`src/rtl/lfsr_sample_fifo.sv`:
```
// Decimating sample capture of the LFSR output into a circular FWFT FIFO with an AXI-Stream master.
// Optional build macro: LFSR_SAMPLE_DROP_CNT_EN enables the saturating drop_count register.
module lfsr_sample_fifo #(
    parameter int DATA_WIDTH = 8,
    parameter int DEPTH      = 16,
    parameter int DIV_WIDTH  = 8
) (
    input  logic                     clk,
    input  logic                     resetn,
    input  logic                     sample_en,
    input  logic [DATA_WIDTH-1:0]    lfsr_data,
    input  logic [DIV_WIDTH-1:0]     div,
    input  logic                     flush,
    input  logic                     clr_ovf,
    output logic [DATA_WIDTH-1:0]    m_axis_tdata,
    output logic                     m_axis_tvalid,
    input  logic                     m_axis_tready,
    output logic [$clog2(DEPTH):0]   level,
    output logic                     overflow,
    output logic [7:0]               drop_count
);

    localparam int PTR_W = $clog2(DEPTH);
    localparam int LVL_W = PTR_W + 1;
    localparam logic [LVL_W-1:0] LVL_FULL = LVL_W'(DEPTH);

    logic [DATA_WIDTH-1:0] mem [DEPTH];
    logic [PTR_W-1:0]      rd_ptr;
    logic [PTR_W-1:0]      wr_ptr;
    logic [DIV_WIDTH-1:0]  dcnt;
    logic [LVL_W-1:0]      level_q;

    logic capture;
    logic full;
    logic pop_req;
    logic pop;
    logic push;
    logic drop;

    // Handshake: a beat transfers on any edge where m_axis_tvalid && m_axis_tready;
    // tvalid never drops and tdata never changes without a transfer, except on flush or reset.
    assign m_axis_tvalid = (level_q != '0);
    assign m_axis_tdata  = mem[rd_ptr];
    assign level         = level_q;

    always_comb begin
        capture = sample_en && (dcnt >= div);
        full    = (level_q == LVL_FULL);
        pop_req = m_axis_tvalid && m_axis_tready;
        // flush discards everything in flight, including this cycle's capture and pop
        pop     = pop_req && !flush;
        push    = capture && (!full || pop_req) && !flush;
        drop    = capture && full && !pop_req && !flush;
    end

    // Decimation counter: >= lets a lowered div take effect on the current count
    always_ff @(posedge clk) begin
        if (!resetn) begin
            dcnt <= '0;
        end else if (flush) begin
            dcnt <= '0;
        end else if (sample_en) begin
            if (capture) begin
                dcnt <= '0;
            end else begin
                dcnt <= dcnt + 1'b1;
            end
        end
    end

    always_ff @(posedge clk) begin
        if (resetn && push) begin
            mem[wr_ptr] <= lfsr_data;
        end
    end

    always_ff @(posedge clk) begin
        if (!resetn || flush) begin
            wr_ptr <= '0;
            rd_ptr <= '0;
        end else begin
            if (push) begin
                wr_ptr <= wr_ptr + 1'b1;
            end
            if (pop) begin
                rd_ptr <= rd_ptr + 1'b1;
            end
        end
    end

    always_ff @(posedge clk) begin
        if (!resetn || flush) begin
            level_q <= '0;
        end else begin
            case ({push, pop})
                2'b10:   level_q <= level_q + 1'b1;
                2'b01:   level_q <= level_q - 1'b1;
                default: level_q <= level_q;
            endcase
        end
    end

    // A drop in the same cycle as clr_ovf wins
    always_ff @(posedge clk) begin
        if (!resetn) begin
            overflow <= 1'b0;
        end else if (drop) begin
            overflow <= 1'b1;
        end else if (clr_ovf) begin
            overflow <= 1'b0;
        end
    end

`ifdef LFSR_SAMPLE_DROP_CNT_EN
    logic [7:0] drop_cnt_q;

    always_ff @(posedge clk) begin
        if (!resetn) begin
            drop_cnt_q <= 8'h00;
        end else if (drop) begin
            if (clr_ovf) begin
                drop_cnt_q <= 8'h01;
            end else if (drop_cnt_q != 8'hFF) begin
                drop_cnt_q <= drop_cnt_q + 8'h01;
            end
        end else if (clr_ovf) begin
            drop_cnt_q <= 8'h00;
        end
    end

    assign drop_count = drop_cnt_q;
`else
    assign drop_count = 8'h00;
`endif

endmodule

```
`config.mk`:
```
export PLATFORM = sky130hd
export DESIGN_NAME = lfsr_sample_fifo
export DESIGN_NICKNAME = d
export VERILOG_FILES = /design/src/rtl/lfsr_sample_fifo.sv
export SDC_FILE = /design/constraint.sdc
export NUM_CORES = 1
export LEC_CHECK = 0
export CORE_MARGIN = 2
export CORE_UTILIZATION = 35
export CTS_CLUSTER_DIAMETER = 50
export DETAILED_ROUTE_END_ITERATION = 10
export GPL_TIMING_DRIVEN = 0
export PLACE_DENSITY = 0.62
export RECOVER_POWER = 25
export SLEW_MARGIN = 0
export SYNTH_ARGS = -nofsm -noshare
export SYNTH_HDL_FRONTEND = slang
export SYNTH_SLANG_ARGS = --single-unit
```
`constraint.sdc`:
```
create_clock -name clk -period 9.1 [get_ports clk]
set_input_delay 0.91 -clock clk [delete_from_list [all_inputs] [get_ports clk]]
set_output_delay 0.91 -clock clk [all_outputs]
set_load 0.03 [all_outputs]
```
==> images/clocks.png <==
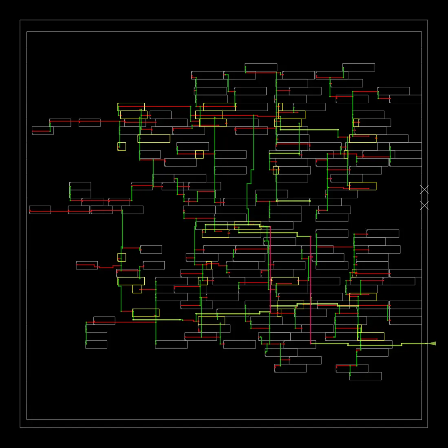
maximum clock skew at final layout: 0.00951 ns
Clock Latency Late Sink: 0.41 ns

==> images/metal_density.png <==
Scale: 3 px per micron. 28 x 28 tiles, from dark purple (low) to yellow (high), scaled to the fullest tile. Values are wire area over tile area, all layers added.
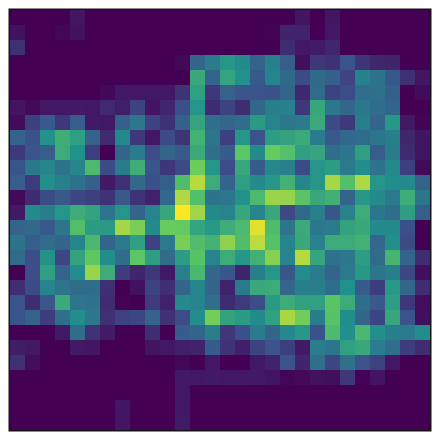
mean over tiles: 0.10
fullest tile: 0.41
nearly empty tiles: 30%
tiles over half the peak: 18%
densest ninth of the die: centre

==> results.rst <==
Physical design figures
=======================

.. list-table::
   :header-rows: 1

   * - Metric
     - Value
   * - Status
     - finished, violations left
   * - Violated checks
     - DRC
   * - Start point of the critical path
     - div[7]
   * - Number of antenna violations at the first check in global routing
     - 0
   * - Log Warnings
     - 29
   * - Chip Area, Yosys
     - 6480 sq um
   * - Diodes inserted
     - 0
   * - Number of unique standard cell types used by synthesis
     - 44
   * - Synthesis-stage register bit count
     - 154
   * - Sequential cell area
     - 4360 sq um
   * - Synthesis-to-finish area growth
     - 19.5%
   * - Final tally of max-slew violations
     - 0
   * - Post-DP HPWL
     - 9120 microns
   * - Syn Inst Count
     - 380
   * - Type of origin of the critical path
     - primary input
   * - Post-CTS Repair Setup Buffers
     - 0
   * - Footprint of the multi-input gates
     - 1940 sq um
   * - Share of async-settable or async-resettable flops after synthesis
     - 0
   * - Kind of critical path
     - primary input to register
   * - Floorplan Utilization
     - 0.358
   * - Register-to-register path setup slack
     - 5.34 ns
   * - Worst setup EP type
     - register
   * - Average footprint of a synthesized cell
     - 17.0 sq um
   * - DR WL/cell
     - 19.1 microns
   * - # fillers
     - 1585
   * - Yosys cell count
     - 380
   * - Unrepaired setup endpoints after global routing
     - false
   * - Wire length of the first global-routing pass
     - 21200 microns
   * - Number of remaining DRC errors
     - 2
   * - Fraction of layout cells with a size suffix above 1
     - 0.197
   * - Arrival time of the worst setup path
     - 4.58 ns
   * - Power density cells
     - 189 nW/um^2
   * - DRC violation total after the first TritonRoute iteration
     - 192
   * - Commonest Layout Cell
     - sky130_fd_sc_hd__edfxtp_1
   * - Clock slew seen by the registers of the worst setup and hold paths
     - 0.06 ns
   * - Hold_buf cts
     - 0
   * - Total I/O pin count
     - 45
   * - Final critical delay including setup and external delays
     - 4.24 ns
   * - Maximum fanout along the worst path
     - 10
   * - Number of gates resized after cts
     - 0
   * - TritonCTS Buffers
     - 17
   * - Die height
     - 140 microns
   * - Row count
     - 49
==> images/sizes.png <==
Scale: 2 px per micron.
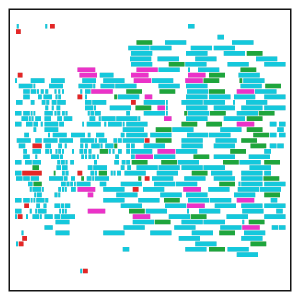
| size | colour | cells | share |
|---|---|---|---|
| _3 and _4 cells | red | 16 | 3.5% |
| _0 and _1 cells | cyan | 367 | 80% |
| _6 and larger | magenta | 23 | 5.0% |
| _2 cells | green | 51 | 11% |

==> images/placement_by_type.png <==
Scale: 3 px per micron.
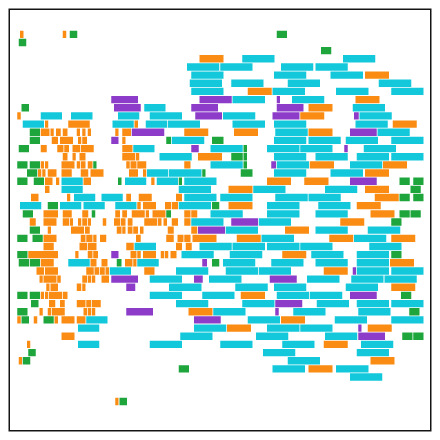
| class | colour | cells |
|---|---|---|
| sequential cells | cyan | 154 |
| remaining buffers and delay cells | green | 60 |
| clock drivers and dummy loads | purple | 32 |
| combinational and other logic | orange | 211 |

## how the worst min path moves through the flow
stage / startpoint / end / slack, ns
final: dcnt[0]$_SDFFE_PP0P_ / dcnt[0]$_SDFFE_PP0P_ / 0.51
after global routing: rd_ptr[3]$_SDFFE_PP0P_ / register / 0.56
after CTS: dcnt[0]$_SDFFE_PP0P_ / dcnt[0]$_SDFFE_PP0P_ / 0.52
after detailed placement: dcnt[0]$_SDFFE_PP0P_ / dcnt[0]$_SDFFE_PP0P_ / 0.51
after global placement: dcnt[0]$_SDFFE_PP0P_ / dcnt[0]$_SDFFE_PP0P_ / 0.50
after floorplan: dcnt[0]$_SDFFE_PP0P_ / dcnt[0]$_SDFFE_PP0P_ / 0.47
## cells by family (layout without fill, tap and decap cells)
family | count (synthesis) | count (layout) | share of synthesized area
fa+ha+maj | 19 | 19 | 0.0379
xor+xnor | 8 | 8 | 0.0108
compound gates | 28 | 28 | 0.0309
buf+inv | 40 | 110 | 0.0319
flops | 154 | 154 | 0.674
mux | 43 | 43 | 0.144
simple gates | 87 | 87 | 0.0703
other cells | 1 | 8 | 0.000579
## layer usage
metal / vias up / wire (microns) / track usage
met5: - / 0 / 0
met4: 0 / 114 / 0.0372
met3: 8 / 656 / 0.0417
met2: 96 / 6360 / 0.239
met1: 1768 / 6000 / 0.191
li1: 1608 / - / -
## flip-flops by register name, summed over array words and instances, names as in the netlist, named ones only
signal,count
level,5
dcnt,8
mem,128
rd_ptr,4
overflow,1
wr_ptr,4
## report_power, final
group	internal, mW	switching, mW	total (mW)
clock network	0.399	0.265	0.664
logic	0.0143	0.0222	0.0365
registers	0.763	0.000298	0.763
## critical path: stages
cell	delay, ns
sky130_fd_sc_hd__clkdlybuf4s50_1	0.45
sky130_fd_sc_hd__inv_1	0.04
sky130_fd_sc_hd__ha_1	0.32
sky130_fd_sc_hd__nand4_1	0.15
sky130_fd_sc_hd__o31a_2	0.42
sky130_fd_sc_hd__nor2_1	0.29
sky130_fd_sc_hd__buf_2	0.25
sky130_fd_sc_hd__inv_1	0.08
sky130_fd_sc_hd__ha_1	0.24
sky130_fd_sc_hd__ha_1	0.32
sky130_fd_sc_hd__nor2b_1	0.15
sky130_fd_sc_hd__o21ai_0	0.20
sky130_fd_sc_hd__a21oi_1	0.11
sky130_fd_sc_hd__or4_1	0.47
sky130_fd_sc_hd__a21oi_1	0.16
## cell type report
| type | count | area share |
|---|---|---|
| clock buffers | 18 | 0.0555 |
| well taps | 229 | 0.0370 |
| flip-flops and latches | 154 | 0.564 |
| inverters | 18 | 0.00873 |
| plain buffers | 22 | 0.0180 |
| repair buffers | 38 | 0.0485 |
| multi-input cells | 193 | 0.251 |
| clock inverters | 14 | 0.0168 |
## per-stage QoR
step / hold WS [ns] / util / cell area [sq um] / power, mW / setup slack (ns)
finish: 0.512 / 0.428 / 7740 / 1.46 / 4.86
global route: 0.557 / 0.428 / 7740 / 1.51 / 4.63
CTS: 0.517 / 0.428 / 7740 / 1.48 / 4.90
floorplan: 0.474 / - / 6500 / 0.794 / 5.30
detailed placement: 0.508 / 0.397 / 7180 / 0.816 / 4.49
global placement: 0.495 / 0.395 / 7150 / 0.814 / 4.58
Power figures rest on the tool's default switching activity, not on a simulated workload.
